### Metal 1, run 1

The bar under the picture is 50 um long. Cells faint in the background.
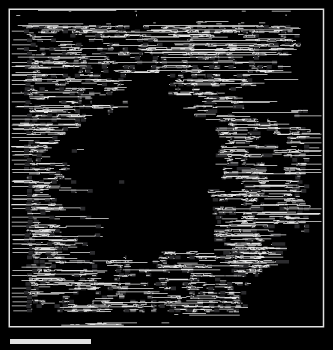
### M2 wires, run 1

Cells faint in the background.
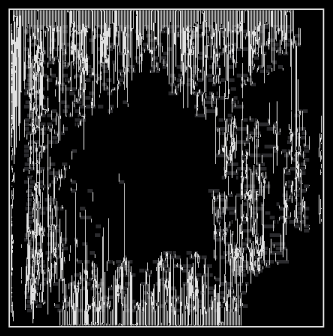
### Signal wires on met3, run 1

The bar under the picture is 50 um long. Cells faint in the background.
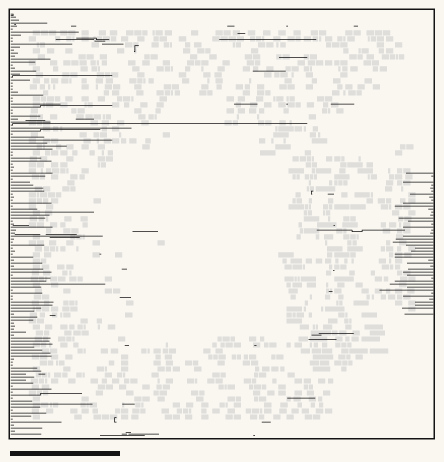
### Cell outlines without signal wires, run 1

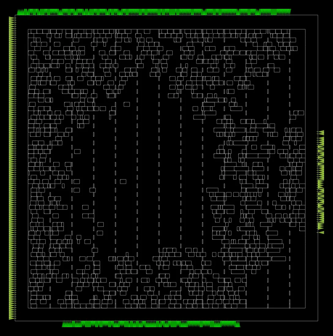
### src/rtl/axi_pkg.sv
// Shared AXI encodings and write-arbiter FSM states.
// No ports: types only, imported by the arbiter/mux files.
package axi_pkg;

   typedef enum logic [1:0] {
      BURST_FIXED = 2'b00,
      BURST_INCR  = 2'b01,
      BURST_WRAP  = 2'b10
   } burst_e;

   typedef enum logic [1:0] {
      RESP_OKAY   = 2'b00,
      RESP_EXOKAY = 2'b01,
      RESP_SLVERR = 2'b10,
      RESP_DECERR = 2'b11
   } resp_e;

   typedef enum logic [1:0] {
      ST_IDLE = 2'd0,
      ST_ADDR = 2'd1,
      ST_DATA = 2'd2,
      ST_RESP = 2'd3
   } wr_state_e;

endpackage

### src/rtl/rr_arbiter.sv
// Combinational round-robin pick: first requester after ptr_i, wrapping.
// Ports: req_i (requests), ptr_i (last owner index), gnt_o (one-hot pick).
module rr_arbiter #(
   parameter  int N  = 4,
   localparam int PW = (N > 1) ? $clog2(N) : 1
) (
   input  logic [N-1:0]  req_i,
   input  logic [PW-1:0] ptr_i,
   output logic [N-1:0]  gnt_o
);

   logic [PW:0]   sum;
   logic [PW-1:0] idx;

   // Scan from farthest to nearest so the nearest requester after
   // ptr_i overwrites any earlier candidate.
   always_comb begin
      gnt_o = '0;
      sum   = '0;
      idx   = '0;
      for (int k = N; k >= 1; k--) begin
         sum = {1'b0, ptr_i} + (PW+1)'(k);
         if (sum >= (PW+1)'(N)) sum = sum - (PW+1)'(N);
         idx = sum[PW-1:0];
         if (req_i[idx]) begin
            gnt_o      = '0;
            gnt_o[idx] = 1'b1;
         end
      end
   end

endmodule

### src/rtl/axi_wr_arbiter_mux.sv
// NUM_M-to-1 AXI4 write-path arbiter/mux, one transaction in flight.
// Ports: m_axi_aw*/w*/b* flattened per master, s_axi_* slave side,
// grant (registered one-hot owner), wlast_err (WLAST/AWLEN mismatch pulse).
module axi_wr_arbiter_mux
   import axi_pkg::*;
#(
   parameter int NUM_M  = 4,
   parameter int ID_W   = 4,
   parameter int ADDR_W = 32,
   parameter int DATA_W = 32,
   parameter int LEN_W  = 8
) (
   input  logic                       aclk,
   input  logic                       areset,
   input  logic [NUM_M*ID_W-1:0]      m_axi_awid,
   input  logic [NUM_M*ADDR_W-1:0]    m_axi_awaddr,
   input  logic [NUM_M*LEN_W-1:0]     m_axi_awlen,
   input  logic [NUM_M*3-1:0]         m_axi_awsize,
   input  logic [NUM_M*2-1:0]         m_axi_awburst,
   input  logic [NUM_M-1:0]           m_axi_awvalid,
   output logic [NUM_M-1:0]           m_axi_awready,
   input  logic [NUM_M*DATA_W-1:0]    m_axi_wdata,
   input  logic [NUM_M*DATA_W/8-1:0]  m_axi_wstrb,
   input  logic [NUM_M-1:0]           m_axi_wlast,
   input  logic [NUM_M-1:0]           m_axi_wvalid,
   output logic [NUM_M-1:0]           m_axi_wready,
   output logic [NUM_M*ID_W-1:0]      m_axi_bid,
   output logic [NUM_M*2-1:0]         m_axi_bresp,
   output logic [NUM_M-1:0]           m_axi_bvalid,
   input  logic [NUM_M-1:0]           m_axi_bready,
   output logic [ID_W-1:0]            s_axi_awid,
   output logic [ADDR_W-1:0]          s_axi_awaddr,
   output logic [LEN_W-1:0]           s_axi_awlen,
   output logic [2:0]                 s_axi_awsize,
   output logic [1:0]                 s_axi_awburst,
   output logic                       s_axi_awvalid,
   input  logic                       s_axi_awready,
   output logic [DATA_W-1:0]          s_axi_wdata,
   output logic [DATA_W/8-1:0]        s_axi_wstrb,
   output logic                       s_axi_wlast,
   output logic                       s_axi_wvalid,
   input  logic                       s_axi_wready,
   input  logic [ID_W-1:0]            s_axi_bid,
   input  logic [1:0]                 s_axi_bresp,
   input  logic                       s_axi_bvalid,
   output logic                       s_axi_bready,
   output logic [NUM_M-1:0]           grant,
   output logic                       wlast_err
);

   localparam int PW = (NUM_M > 1) ? $clog2(NUM_M) : 1;
   localparam int SW = DATA_W / 8;

   wr_state_e        state_q, state_d;
   logic [NUM_M-1:0] grant_q, grant_d, pick;
   logic [PW-1:0]    ptr_q, ptr_d, gidx;
   logic [LEN_W-1:0] len_q, len_d;
   logic [LEN_W:0]   beat_q, beat_d;
   logic             err_q, err_d;
   logic             sel_awvalid, sel_wvalid, sel_bready;
   logic             aw_hs, w_hs, b_hs;

   rr_arbiter #(.N(NUM_M)) u_arb (
      .req_i (m_axi_awvalid),
      .ptr_i (ptr_q),
      .gnt_o (pick)
   );

   // AND-OR payload mux; a zero grant yields all-zero slave payload.
   always_comb begin
      s_axi_awid    = '0;
      s_axi_awaddr  = '0;
      s_axi_awlen   = '0;
      s_axi_awsize  = '0;
      s_axi_awburst = '0;
      s_axi_wdata   = '0;
      s_axi_wstrb   = '0;
      s_axi_wlast   = 1'b0;
      gidx          = '0;
      for (int i = 0; i < NUM_M; i++) begin
         s_axi_awid    = s_axi_awid |
                         (m_axi_awid[i*ID_W +: ID_W] & {ID_W{grant_q[i]}});
         s_axi_awaddr  = s_axi_awaddr |
                         (m_axi_awaddr[i*ADDR_W +: ADDR_W] & {ADDR_W{grant_q[i]}});
         s_axi_awlen   = s_axi_awlen |
                         (m_axi_awlen[i*LEN_W +: LEN_W] & {LEN_W{grant_q[i]}});
         s_axi_awsize  = s_axi_awsize |
                         (m_axi_awsize[i*3 +: 3] & {3{grant_q[i]}});
         s_axi_awburst = s_axi_awburst |
                         (m_axi_awburst[i*2 +: 2] & {2{grant_q[i]}});
         s_axi_wdata   = s_axi_wdata |
                         (m_axi_wdata[i*DATA_W +: DATA_W] & {DATA_W{grant_q[i]}});
         s_axi_wstrb   = s_axi_wstrb |
                         (m_axi_wstrb[i*SW +: SW] & {SW{grant_q[i]}});
         s_axi_wlast   = s_axi_wlast | (m_axi_wlast[i] & grant_q[i]);
         if (grant_q[i]) gidx = PW'(i);
      end
   end

   assign sel_awvalid   = |(m_axi_awvalid & grant_q);
   assign sel_wvalid    = |(m_axi_wvalid & grant_q);
   assign sel_bready    = |(m_axi_bready & grant_q);

   assign s_axi_awvalid = (state_q == ST_ADDR) && sel_awvalid;
   assign s_axi_wvalid  = (state_q == ST_DATA) && sel_wvalid;
   assign s_axi_bready  = (state_q == ST_RESP) && sel_bready;

   assign aw_hs = s_axi_awvalid && s_axi_awready;
   assign w_hs  = s_axi_wvalid && s_axi_wready;
   assign b_hs  = s_axi_bvalid && s_axi_bready;

   for (genvar i = 0; i < NUM_M; i++) begin : g_m
      logic in_resp;
      assign in_resp = grant_q[i] && (state_q == ST_RESP);
      assign m_axi_awready[i] = grant_q[i] && (state_q == ST_ADDR) && s_axi_awready;
      assign m_axi_wready[i]  = grant_q[i] && (state_q == ST_DATA) && s_axi_wready;
      assign m_axi_bvalid[i]  = in_resp && s_axi_bvalid;
      assign m_axi_bid[i*ID_W +: ID_W] = in_resp ? s_axi_bid : '0;
      assign m_axi_bresp[i*2 +: 2]     = in_resp ? s_axi_bresp : '0;
   end

   always_comb begin
      state_d = state_q;
      grant_d = grant_q;
      ptr_d   = ptr_q;
      len_d   = len_q;
      beat_d  = beat_q;
      err_d   = 1'b0;
      unique case (state_q)
         ST_IDLE: begin
            if (|m_axi_awvalid) begin
               grant_d = pick;
               state_d = ST_ADDR;
            end
         end
         ST_ADDR: begin
            if (aw_hs) begin
               len_d   = s_axi_awlen;
               beat_d  = '0;
               state_d = ST_DATA;
            end
         end
         ST_DATA: begin
            if (w_hs) begin
               beat_d = beat_q + 1'b1;
               // beat_q is the 0-based index of the beat being accepted
               err_d  = s_axi_wlast ? (beat_q != {1'b0, len_q})
                                    : (beat_q == {1'b0, len_q});
               if (s_axi_wlast) state_d = ST_RESP;
            end
         end
         ST_RESP: begin
            if (b_hs) begin
               ptr_d   = gidx;
               grant_d = '0;
               state_d = ST_IDLE;
            end
         end
         default: state_d = ST_IDLE;
      endcase
   end

   always_ff @(posedge aclk) begin
      if (areset) begin
         state_q <= ST_IDLE;
         grant_q <= '0;
         ptr_q   <= PW'(NUM_M - 1);
         len_q   <= '0;
         beat_q  <= '0;
         err_q   <= 1'b0;
      end else begin
         state_q <= state_d;
         grant_q <= grant_d;
         ptr_q   <= ptr_d;
         len_q   <= len_d;
         beat_q  <= beat_d;
         err_q   <= err_d;
      end
   end

   assign grant     = grant_q;
   assign wlast_err = err_q;

endmodule

### config.mk
export PLATFORM = sky130hd
export DESIGN_NAME = axi_wr_arbiter_mux
export DESIGN_NICKNAME = d
export VERILOG_FILES = /design/src/rtl/axi_pkg.sv /design/src/rtl/rr_arbiter.sv /design/src/rtl/axi_wr_arbiter_mux.sv
export SDC_FILE = /design/constraint.sdc
export NUM_CORES = 1
export LEC_CHECK = 0
export CAP_MARGIN = 5
export CORE_AREA = 8 8 184 186
export CTS_CLUSTER_DIAMETER = 40
export DETAILED_ROUTE_END_ITERATION = 12
export DIE_AREA = 0 0 192 194
export PLACE_DENSITY = 0.44
export SETUP_SLACK_MARGIN = 0.1
export SYNTH_ARGS = -nofsm -noshare
export SYNTH_HDL_FRONTEND = slang
export SYNTH_SLANG_ARGS = --single-unit
### constraint.sdc
create_clock -name aclk -period 3 [get_ports aclk]
set_input_delay 0.3 -clock aclk [delete_from_list [all_inputs] [get_ports aclk]]
set_output_delay 0.3 -clock aclk [all_outputs]
set_load 0.005 [all_outputs]
==> results.json, run 1 <==
{
  "placed_cell_area_um2": 9166,
  "synthCells": 532,
  "grt_use_total_pct": 15.47,
  "clk_latency_ns": 0.27,
  "min_period_ns": 2.585,
  "async_flop_share_pct": 0,
  "mappedNetlistArea_um2": 3765,
  "logic_family": "AND-OR/OR-AND gates",
  "die_area_um2": 37250,
  "ff2ff_setup_slack_ns": 0.41,
  "initial_core_util_pct": 12.12,
  "area_delta_synth_final_pct": 146.4,
  "via_per_inst": 4.418,
  "holdBufCountCts": 0,
  "clk_share_pct": 1.079,
  "top_cell_area_share_pct": 35.49,
  "cts_buffers": 3,
  "die_h_um": 194,
  "p_leak_nw": 3.567,
  "synth-edff-count": 0,
  "design_area_um2": 9276,
  "cts_max_level": 1,
  "final-comb-area_um2": 2992,
  "final-seq-area_um2": 535.5,
  "max_slew_margin_pct": 62.03,
  "core_area_um2": 31070,
  "ant_nets": 0,
  "clock_path_buffers": 2,
  "grt_pass1_vias": 6469,
  "clock-root-buffer": "clkbuf_16",
  "rsz0062_at_grt": "false",
  "fin_crit_sh_pct": 86.18,
  "hold-path-cell-count": 2,
  "grt_max_degree": 63,
  "synth.most_common_cell": "a22oi_1",
  "setup.worst_path.end": "grant[1]$_SDFFE_PP0P_",
  "top_area_cell": "a22oi_1",
  "min_to": "beat_q[8]$_SDFFE_PP0P_",
  "reg2regPathDepth": 6,
  "tightest_slew_ns": 0.5696,
  "p_sw_w": 0.001735,
  "drc": 0,
  "cts_resized": 0,
  "worstPathRequired_ns": 3.21,
  "lay_top_cells": "496 x clkdlybuf4s50_1, 178 x a22oi_1, 97 x nand2_1, 41 x and3_1, 22 x dfxtp_1",
  "ys_top_cells_by_count": "178 x a22oi_1, 97 x nand2_1, 41 x and3_1",
  "overflow": 0,
  "pwr-share-clk_pct": 8.7,
  "gp_congestion": 0.7989,
  "die_x_um": 192,
  "grt_pass1_wl_um": 44100,
  "portBuffers": 496,
  "min-delay-start": "beat_q[8]$_SDFFE_PP0P_",
  "comb_power_w": 0.00338,
  "cp_data_arrival_time_ns": 2.80,
  "synthTopCellsByArea": "a22oi_1 35%, dfxtp_1 14%, nand2_1 9.7%",
  "ys_warn_count": 0,
  "skew_ns": 0.004759,
  "yosys-stat-area_um2": 3765,
  "ys_ff": 26,
  "synthFlopType": "dfxtp_1",
  "cts.sinks": 26,
  "clock_power_w": 0.000368,
  "power_w": 0.004206,
  "crit_path_end_kind": "flip-flop",
  "fmax_mhz": 386.8,
  "sh_comb_area_pct": 32.25,
  "finalHoldViolCount": 0,
  "fp-row-count": 65,
  "grt_antenna_before_repair": 7,
  "rr_startpoint": "ptr_q[0]$_SDFFE_PP1P_",
  "firstDrtPassIters": 4,
  "muxShareOfSynthArea_pct": 2.858,
  "largest_class": "buffers",
  "nNetsFinal": 1370,
  "powerDensity_nw_per_um2": 453.4,
  "clk_pin_slew_ns": 0.07,
  "synthAoiAreaFrac_pct": 46.33,
  "diodes": 4,
  "buffer_area_share_pct": 55.08,
  "reg2reg_to": "grant[1]$_SDFFE_PP0P_",
  "p_sw_share_pct": 41.25,
  "cts_tree": "yes",
  "crit_fanout": 10,
  "setup_tns_ns": 0,
  "wl_per_cell_um": 22.23,
  "n_all_buffers": 507,
  "ys_sh_simple_pct": 23.53,
  "syn_area_per_cell_um2": 7.077,
  "hold_class": "flip-flop to flip-flop",
  "power_leader": "combinational logic",
  "tool_warnings": 37,
  "ir_drop_mv": 0.2711,
  "startpoint": "ptr_q[0]$_SDFFE_PP1P_",
  "fp_nets": 913,
  "ios": 497,
  "seq-power_w": 0.000459,
  "post_cts_buffers": 0,
  "largest_reg_flops": 9,
  "ys_seq_share_pct": 13.83,
  "lay_top_count": "clkdlybuf4s50_1",
  "drive_gt1_share_pct": 2.834,
  "yosysCellCount": 532,
  "synthAdderAreaFrac_pct": 4.653,
  "final-setup-viol-count": 0,
  "path_class": "flip-flop to flip-flop",
  "maxSlewViolCount": 0,
  "xor_share_pct": 2.094,
  "combPwrFrac_pct": 80.3,
  "status": "complete, no violations",
  "dp_hpwl_um": 26130,
  "nMultiInputCombCells": 444,
  "first_iter_violations": 268,
  "fin_util_pct": 29.86
}
Notes on 'Metal 1' above:
The layer carries 11600 um of wire. The longest straight run is 86.9 um. 1224 nets have wire on it. The wires run mostly horizontal. The layer holds 38% of the routed length.
met1 Use GR: 17.14%
vias: 6159
final wirelength: 30990 um

Notes on 'M2 wires' above:
The longest straight run is 91.3 um. The wires run mostly vertical. The layer holds 52% of the routed length. The layer carries 16200 um of wire. 1114 nets have wire on it.
met2 usage: 28.18%

Notes on 'Signal wires on met3' above:
The layer carries 2410 um of wire. The layer holds 7.8% of the routed length.
met3 GRT Util: 4.550%

Notes on 'Cell outlines without signal wires' above:
flop share of the area: 5.773%
fin cells: 1394
tap cell count: 402
Seq cells: 26
fill count: 3330

==> run 1: metal layers <==
metal | vias up | GRT usage, % | wire length (um)
met3 | 33 | 4.550 | 2413
met5 | - | 0 | 41
li1 | 3009 | - | -
met2 | 254 | 28.18 | 16170
met4 | 6 | 3.905 | 713
met1 | 2857 | 17.14 | 11650
==> run 1: metrics by stage <==
stage / hold WS [ns] / setup WS, ns
6_report: 0.4843 / 0.4147
5_1_grt: 0.5299 / 0.2120
4_1_cts: 0.4888 / 0.4438
3_5_place_dp: 0.4789 / 0.4543
3_3_place_gp: 0.4697 / 0.4788
2_1_floorplan: 0.4583 / 0.8025
==> run 1: critical path, cell delays in order (launching register included) <==
cell and delay (ns):
dfxtp_1 0.57, inv_1 0.17, ha_1 0.35, mux4_1 0.58
nor4b_1 0.51, and3_1 0.24, a221o_1 0.10
==> run 2: changes to the inputs <==
--- a/config.mk
+++ b/config.mk
@@ -5,7 +5,7 @@
 export SDC_FILE = /design/constraint.sdc
 export NUM_CORES = 1
 export LEC_CHECK = 0
-export CAP_MARGIN = 5
+export CAP_MARGIN = 20
 export CORE_AREA = 8 8 184 186
 export CTS_CLUSTER_DIAMETER = 40
 export DETAILED_ROUTE_END_ITERATION = 12
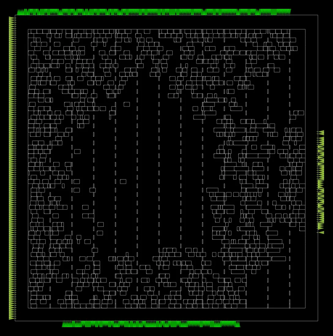
*Cell outlines without signal wires, run 2*
FP Rows: 65
Core Region: 31070 um2

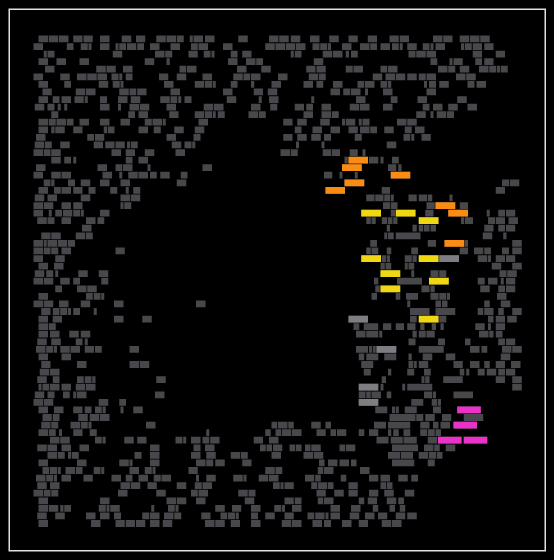
*Sequential cells grouped by signal name, run 2*
Other sequential cells in the stronger gray, the rest of the logic in the fainter gray.
Key: `len_q` = orange [sequential cells 8]; `grant` = magenta [sequential cells 4, where lower right]; `beat_q` = yellow [sequential cells 9, where middle right]
Another 5 sequential cells are not colored.
Storage cell area: 535.5 um2
utilization after layout: 29.86%
seq pwr: 0.000459 W

==> results.json, run 2 <==
{
  "ant_nets": 0,
  "rr_startpoint": "ptr_q[0]$_SDFFE_PP1P_",
  "worst_slack_ns": 0.4147,
  "first_iter_violations": 268,
  "grt_max_degree": 63,
  "combPwrFrac_pct": 80.3,
  "path_class": "flip-flop to flip-flop",
  "dp_hpwl_um": 26130,
  "grt_pass1_vias": 6469,
  "firstDrtPassIters": 4,
  "ir_drop_mv": 0.2711,
  "placed_cell_area_um2": 9166,
  "async_flop_share_pct": 0,
  "hold_class": "flip-flop to flip-flop",
  "drive_gt1_share_pct": 2.834,
  "grt_use_total_pct": 15.47,
  "die_h_um": 194,
  "maxSlewViolCount": 0,
  "ff2ff_setup_slack_ns": 0.41,
  "die_x_um": 192,
  "min_period_ns": 2.585,
  "layout.cells.non_filler": 1394,
  "p_leak_nw": 3.567,
  "hold_slack_ns": 0.4843,
  "synthCells": 532,
  "startpoint": "ptr_q[0]$_SDFFE_PP1P_",
  "grt_antenna_before_repair": 7,
  "max_slew_margin_pct": 62.03,
  "use_met2_pct": 28.18,
  "globalRouteMet3Util_pct": 4.550,
  "reg2reg_to": "grant[1]$_SDFFE_PP0P_",
  "synth-edff-count": 0,
  "power_leader": "combinational logic",
  "tool_warnings": 37,
  "ys_warn_count": 0,
  "internal_power_w": 0.002471,
  "area_delta_synth_final_pct": 146.4,
  "comb_power_w": 0.00338,
  "finalHoldViolCount": 0,
  "min-delay-start": "beat_q[8]$_SDFFE_PP0P_",
  "yosys-stat-area_um2": 3765,
  "clock_path_buffers": 2,
  "powerDensity_nw_per_um2": 453.4,
  "p_sw_share_pct": 41.25,
  "clock_power_w": 0.000368,
  "setup_tns_ns": 0,
  "cts_buffers": 3,
  "final-setup-viol-count": 0,
  "cts_resized": 0,
  "cts_max_level": 1,
  "fin_crit_sh_pct": 86.18,
  "top_register": "beat_q",
  "drc": 0,
  "worstPathRequired_ns": 3.21,
  "ys_ff": 26,
  "drt-total-wl_um": 30990,
  "nNetsFinal": 1370,
  "syn_area_per_cell_um2": 7.077,
  "rsz0062_at_grt": "false",
  "cts.sinks": 26,
  "post_cts_buffers": 0,
  "hold-path-cell-count": 2,
  "tightest_slew_ns": 0.5696,
  "overflow": 0,
  "max_cap_violations": 0,
  "p_sw_w": 0.001735,
  "design_area_um2": 9276,
  "clk_latency_ns": 0.27,
  "die_area_um2": 37250,
  "wl_per_cell_um": 22.23,
  "synth_cell_type_count": 49,
  "cp_num_buf_inv": 1,
  "lay_top_count": "clkdlybuf4s50_1",
  "ios": 497,
  "ys_seq_share_pct": 13.83,
  "mappedNetlistArea_um2": 3765,
  "top_cell_area_share_pct": 35.49,
  "cp_top_family": "simple AND/OR/NAND/NOR gates",
  "initial_core_util_pct": 12.12,
  "largest_reg_flops": 9,
  "dp.cells": 1386,
  "pwr-share-clk_pct": 8.7,
  "seqPwrFrac_pct": 10.9,
  "portBuffers": 496,
  "clock-root-buffer": "clkbuf_16",
  "cp.depth": 6,
  "cp_data_arrival_time_ns": 2.80,
  "vias": 6159,
  "crit_path_end_kind": "flip-flop",
  "post-place-ws_ns": 0.4543,
  "cpPeakStageDelay_ns": 0.58,
  "synthTopCellsByArea": "a22oi_1 35%, dfxtp_1 14%, nand2_1 9.7%",
  "via_per_inst": 4.418,
  "fp_nets": 913,
  "crit_fanout": 10,
  "min_to": "beat_q[8]$_SDFFE_PP0P_",
  "synth.most_common_cell": "a22oi_1",
  "yosysCellCount": 532,
  "status": "complete, no violations",
  "cts_tree": "yes",
  "grt_util_met1_pct": 17.14,
  "setup.worst_path.end": "grant[1]$_SDFFE_PP0P_",
  "power_w": 0.004206,
  "busiest_layer": "met2",
  "skew_ns": 0.004759,
  "gp_congestion": 0.7989,
  "top_area_cell": "a22oi_1",
  "grt_pass1_wl_um": 44100,
  "ys_top_cells_by_count": "178 x a22oi_1, 97 x nand2_1, 41 x and3_1",
  "fmax_mhz": 386.8,
  "synthFlopType": "dfxtp_1",
  "clk_pin_slew_ns": 0.07,
  "reg2regPathDepth": 6,
  "critPathLaunchType": "flip-flop",
  "crit_slowest_cell": "mux4_1",
  "holdBufCountCts": 0,
  "path_cells": "inv_1, ha_1, mux4_1, nor4b_1, and3_1, a221o_1",
  "lay_top_cells": "496 x clkdlybuf4s50_1, 178 x a22oi_1, 97 x nand2_1, 41 x and3_1, 22 x dfxtp_1"
}
==> run 2: cell counts in the layout (fill, tap and decap cells not counted) <==
No cell type changed its count.
==> run 2: routing by layer <==
layer	share of wire, %	wire length, um
met1	38	11650
met4	2.3	713
met3	7.8	2413
met5	0.13	41
met2	52	16170
==> run 2: kinds of logic after synthesis <==
group | count (synthesis) | share of synthesized area (%)
AOI/OAI and AO/OA | 233 | 46.33
and+or+nand+nor | 183 | 23.53
buffers and inverters | 62 | 6.713
DFF | 26 | 13.83
adders and majority gates | 14 | 4.653
xor gates and xnor gates | 9 | 2.094
muxes | 5 | 2.858
==> run 2: layout make-up <==
cell class	count	area (um2)
well taps	402	503.0
inverters	7	26.28
repair buffers	507	5110
flip-flops and latches	26	535.5
clock buffers	4	100.1
fillers	3330	21790
multi-input cells	444	2992
diodes	4	10.01
### Signal wires on met3, run 2

The bar under the picture is 50 um long. Cells faint in the background.
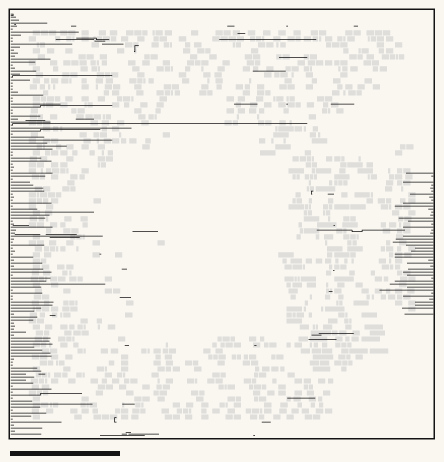

==> run 3: changes to the inputs <==
--- a/config.mk
+++ b/config.mk
@@ -10,7 +10,7 @@
 export CTS_CLUSTER_DIAMETER = 40
 export DETAILED_ROUTE_END_ITERATION = 12
 export DIE_AREA = 0 0 192 194
-export PLACE_DENSITY = 0.44
+export PLACE_DENSITY = 0.55
 export SETUP_SLACK_MARGIN = 0.1
 export SYNTH_ARGS = -nofsm -noshare
 export SYNTH_HDL_FRONTEND = slang
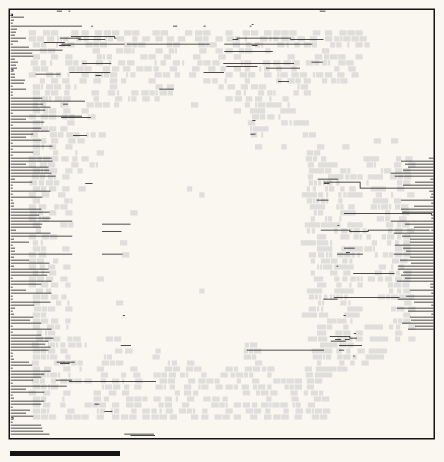
*Signal wires on met3, run 3*
The bar under the picture is 50 um long. Cells faint in the background.
The layer carries 2710 um of wire. The longest straight run is 39.6 um. 250 nets have wire on it.
final wirelength: 30460 um
met3 GRT Util: 4.478%
vias: 6308

==> results.json, run 3 <==
{
  "hold_class": "flip-flop to flip-flop",
  "holdBufCountCts": 0,
  "p_sw_share_pct": 41.21,
  "first_iter_violations": 407,
  "design_area_um2": 9231,
  "cp_data_arrival_time_ns": 2.81,
  "worstPathRequired_ns": 3.21,
  "setup_tns_ns": 0,
  "sh_comb_area_pct": 32.41,
  "clk_latency_ns": 0.27,
  "yosys-stat-area_um2": 3765,
  "cpPeakStageDelay_ns": 0.58,
  "via_per_inst": 4.535,
  "cts_buffers": 3,
  "final-seq-area_um2": 535.5,
  "mappedNetlistArea_um2": 3765,
  "grt_antenna_before_repair": 4,
  "synthAoiAreaFrac_pct": 46.33,
  "post-place-ws_ns": 0.4569,
  "seqPwrFrac_pct": 11.9,
  "hold-path-cell-count": 2,
  "powerDensity_nw_per_um2": 448.1,
  "fp_nets": 913,
  "route.top_layer_used": "met5",
  "ys_warn_count": 0,
  "top_area_cell": "a22oi_1",
  "synth-edff-count": 0,
  "fmax_mhz": 385.0,
  "ys_sh_simple_pct": 23.53,
  "clock-root-buffer": "clkbuf_16",
  "logic_family": "AND-OR/OR-AND gates",
  "lay_top_count": "clkdlybuf4s50_1",
  "dp_hpwl_um": 25760,
  "grt_use_total_pct": 15.31,
  "rsz0062_at_grt": "false",
  "worst_slack_ns": 0.4024,
  "largest_reg_flops": 9,
  "pwr-share-clk_pct": 8.9,
  "clock_path_buffers": 2,
  "synthAdderAreaFrac_pct": 4.653,
  "wl_met1_um": 11730,
  "route.met3.wl_um": 2712,
  "seq-power_w": 0.000492,
  "max_slew_margin_pct": 61.66,
  "cts_tree": "yes",
  "layout.cells.non_filler": 1391,
  "ys_ff": 26,
  "nClkBuffers": 4,
  "n_all_buffers": 507,
  "yosysCellCount": 532,
  "fill_cells": 3331,
  "wl_per_cell_um": 21.90,
  "crit_fanout": 10,
  "post_cts_buffers": 0,
  "cp_num_buf_inv": 1,
  "nNetsFinal": 1370,
  "cts_resized": 0,
  "nMultiInputCombCells": 444,
  "top_register": "beat_q",
  "busiest_layer": "met2",
  "clock_power_w": 0.000366,
  "seq_cells": 26,
  "finalHoldViolCount": 0,
  "synthTopCellsByArea": "a22oi_1 35%, dfxtp_1 14%, nand2_1 9.7%",
  "ys_top_cells_by_count": "178 x a22oi_1, 97 x nand2_1, 41 x and3_1",
  "internal_power_w": 0.002432,
  "crit_slowest_cell": "dfxtp_1",
  "dr_wl_met2_um": 15500,
  "syn_area_per_cell_um2": 7.077,
  "maxSlewViolCount": 0,
  "max_cap_violations": 0,
  "buffer_area_share_pct": 54.95,
  "grt_util_met1_pct": 18.06,
  "ios": 497,
  "cts.sinks": 26,
  "fp-row-count": 65,
  "drc": 0,
  "inverters_excl_clock": 7,
  "crit_path_end_kind": "flip-flop",
  "power_w": 0.004137,
  "cts_max_level": 1,
  "p_sw_w": 0.001705,
  "path_class": "flip-flop to flip-flop",
  "critPathLaunchType": "flip-flop",
  "final-setup-viol-count": 0,
  "lay_top_cells": "496 x clkdlybuf4s50_1, 178 x a22oi_1, 97 x nand2_1, 41 x and3_1, 22 x dfxtp_1",
  "clk_pin_slew_ns": 0.07,
  "ant_nets": 0,
  "comb_power_w": 0.00328,
  "overflow": 0,
  "power_leader": "combinational logic",
  "muxShareOfSynthArea_pct": 2.858,
  "synth.most_common_cell": "a22oi_1",
  "ir_drop_mv": 0.2035,
  "combPwrFrac_pct": 79.2,
  "synthCells": 532,
  "status": "complete, no violations",
  "tool_warnings": 37,
  "portBuffers": 496,
  "synthFlopType": "dfxtp_1",
  "min_period_ns": 2.598,
  "skew_ns": 0.003818,
  "clk_share_pct": 1.084,
  "core_area_um2": 31070,
  "hold_slack_ns": 0.5006,
  "initial_core_util_pct": 12.12,
  "largest_class": "buffers",
  "ys_seq_share_pct": 13.83,
  "synth_cell_type_count": 49,
  "xor_share_pct": 2.094,
  "reg2regPathDepth": 6,
  "num_tap_cells": 402,
  "gp_congestion": 0.8749,
  "tightest_slew_ns": 0.5750,
  "die_area_um2": 37250,
  "grt_pass1_wl_um": 44060,
  "grt_max_degree": 57,
  "cp_top_family": "simple AND/OR/NAND/NOR gates",
  "die_x_um": 192,
  "top_cell_area_share_pct": 35.49,
  "dp.cells": 1386,
  "diodes": 1,
  "p_leak_nw": 3.557,
  "firstDrtPassIters": 4,
  "use_met2_pct": 27.18,
  "grt_pass1_vias": 6554,
  "fin_crit_sh_pct": 86.59,
  "placed_cell_area_um2": 9129,
  "cp.depth": 6,
  "final-comb-area_um2": 2992,
  "path_cells": "inv_1, ha_1, mux4_1, nor4b_1, and3_1, a221o_1",
  "die_h_um": 194,
  "area_delta_synth_final_pct": 145.2,
  "async_flop_share_pct": 0,
  "drive_gt1_share_pct": 2.834
}
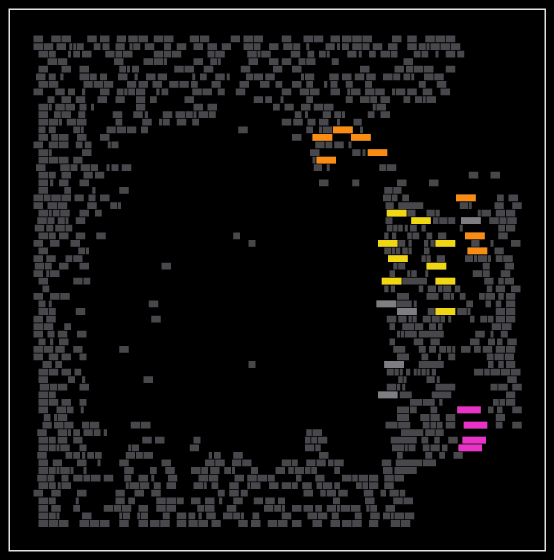
*Sequential cells grouped by signal name, run 3*
Other sequential cells in the stronger gray, the rest of the logic in the fainter gray.
Key: `grant` = magenta [sequential cells 4, where lower right]; `beat_q` = yellow [sequential cells 9, where middle right]; `len_q` = orange [sequential cells 8]
flop share of the area: 5.801%
utilization after layout: 29.71%

==> run 3: cell types whose count changed in the layout (fill, tap and decap cells not counted) <==
cell	before	now
buf_12	5	2
buf_4	6	9
diode_2	4	1
==> run 3: worst paths after layout <==
kind	to	start	slack (ns)
max	grant[3]$_SDFFE_PP0P_	ptr_q[0]$_SDFFE_PP1P_	0.40
min	beat_q[8]$_SDFFE_PP0P_	beat_q[8]$_SDFFE_PP0P_	0.50
max reg2reg	grant[3]$_SDFFE_PP0P_	ptr_q[0]$_SDFFE_PP1P_	0.40
min reg2reg	beat_q[8]$_SDFFE_PP0P_	beat_q[8]$_SDFFE_PP0P_	0.50
Power and IR drop assume default switching activity.
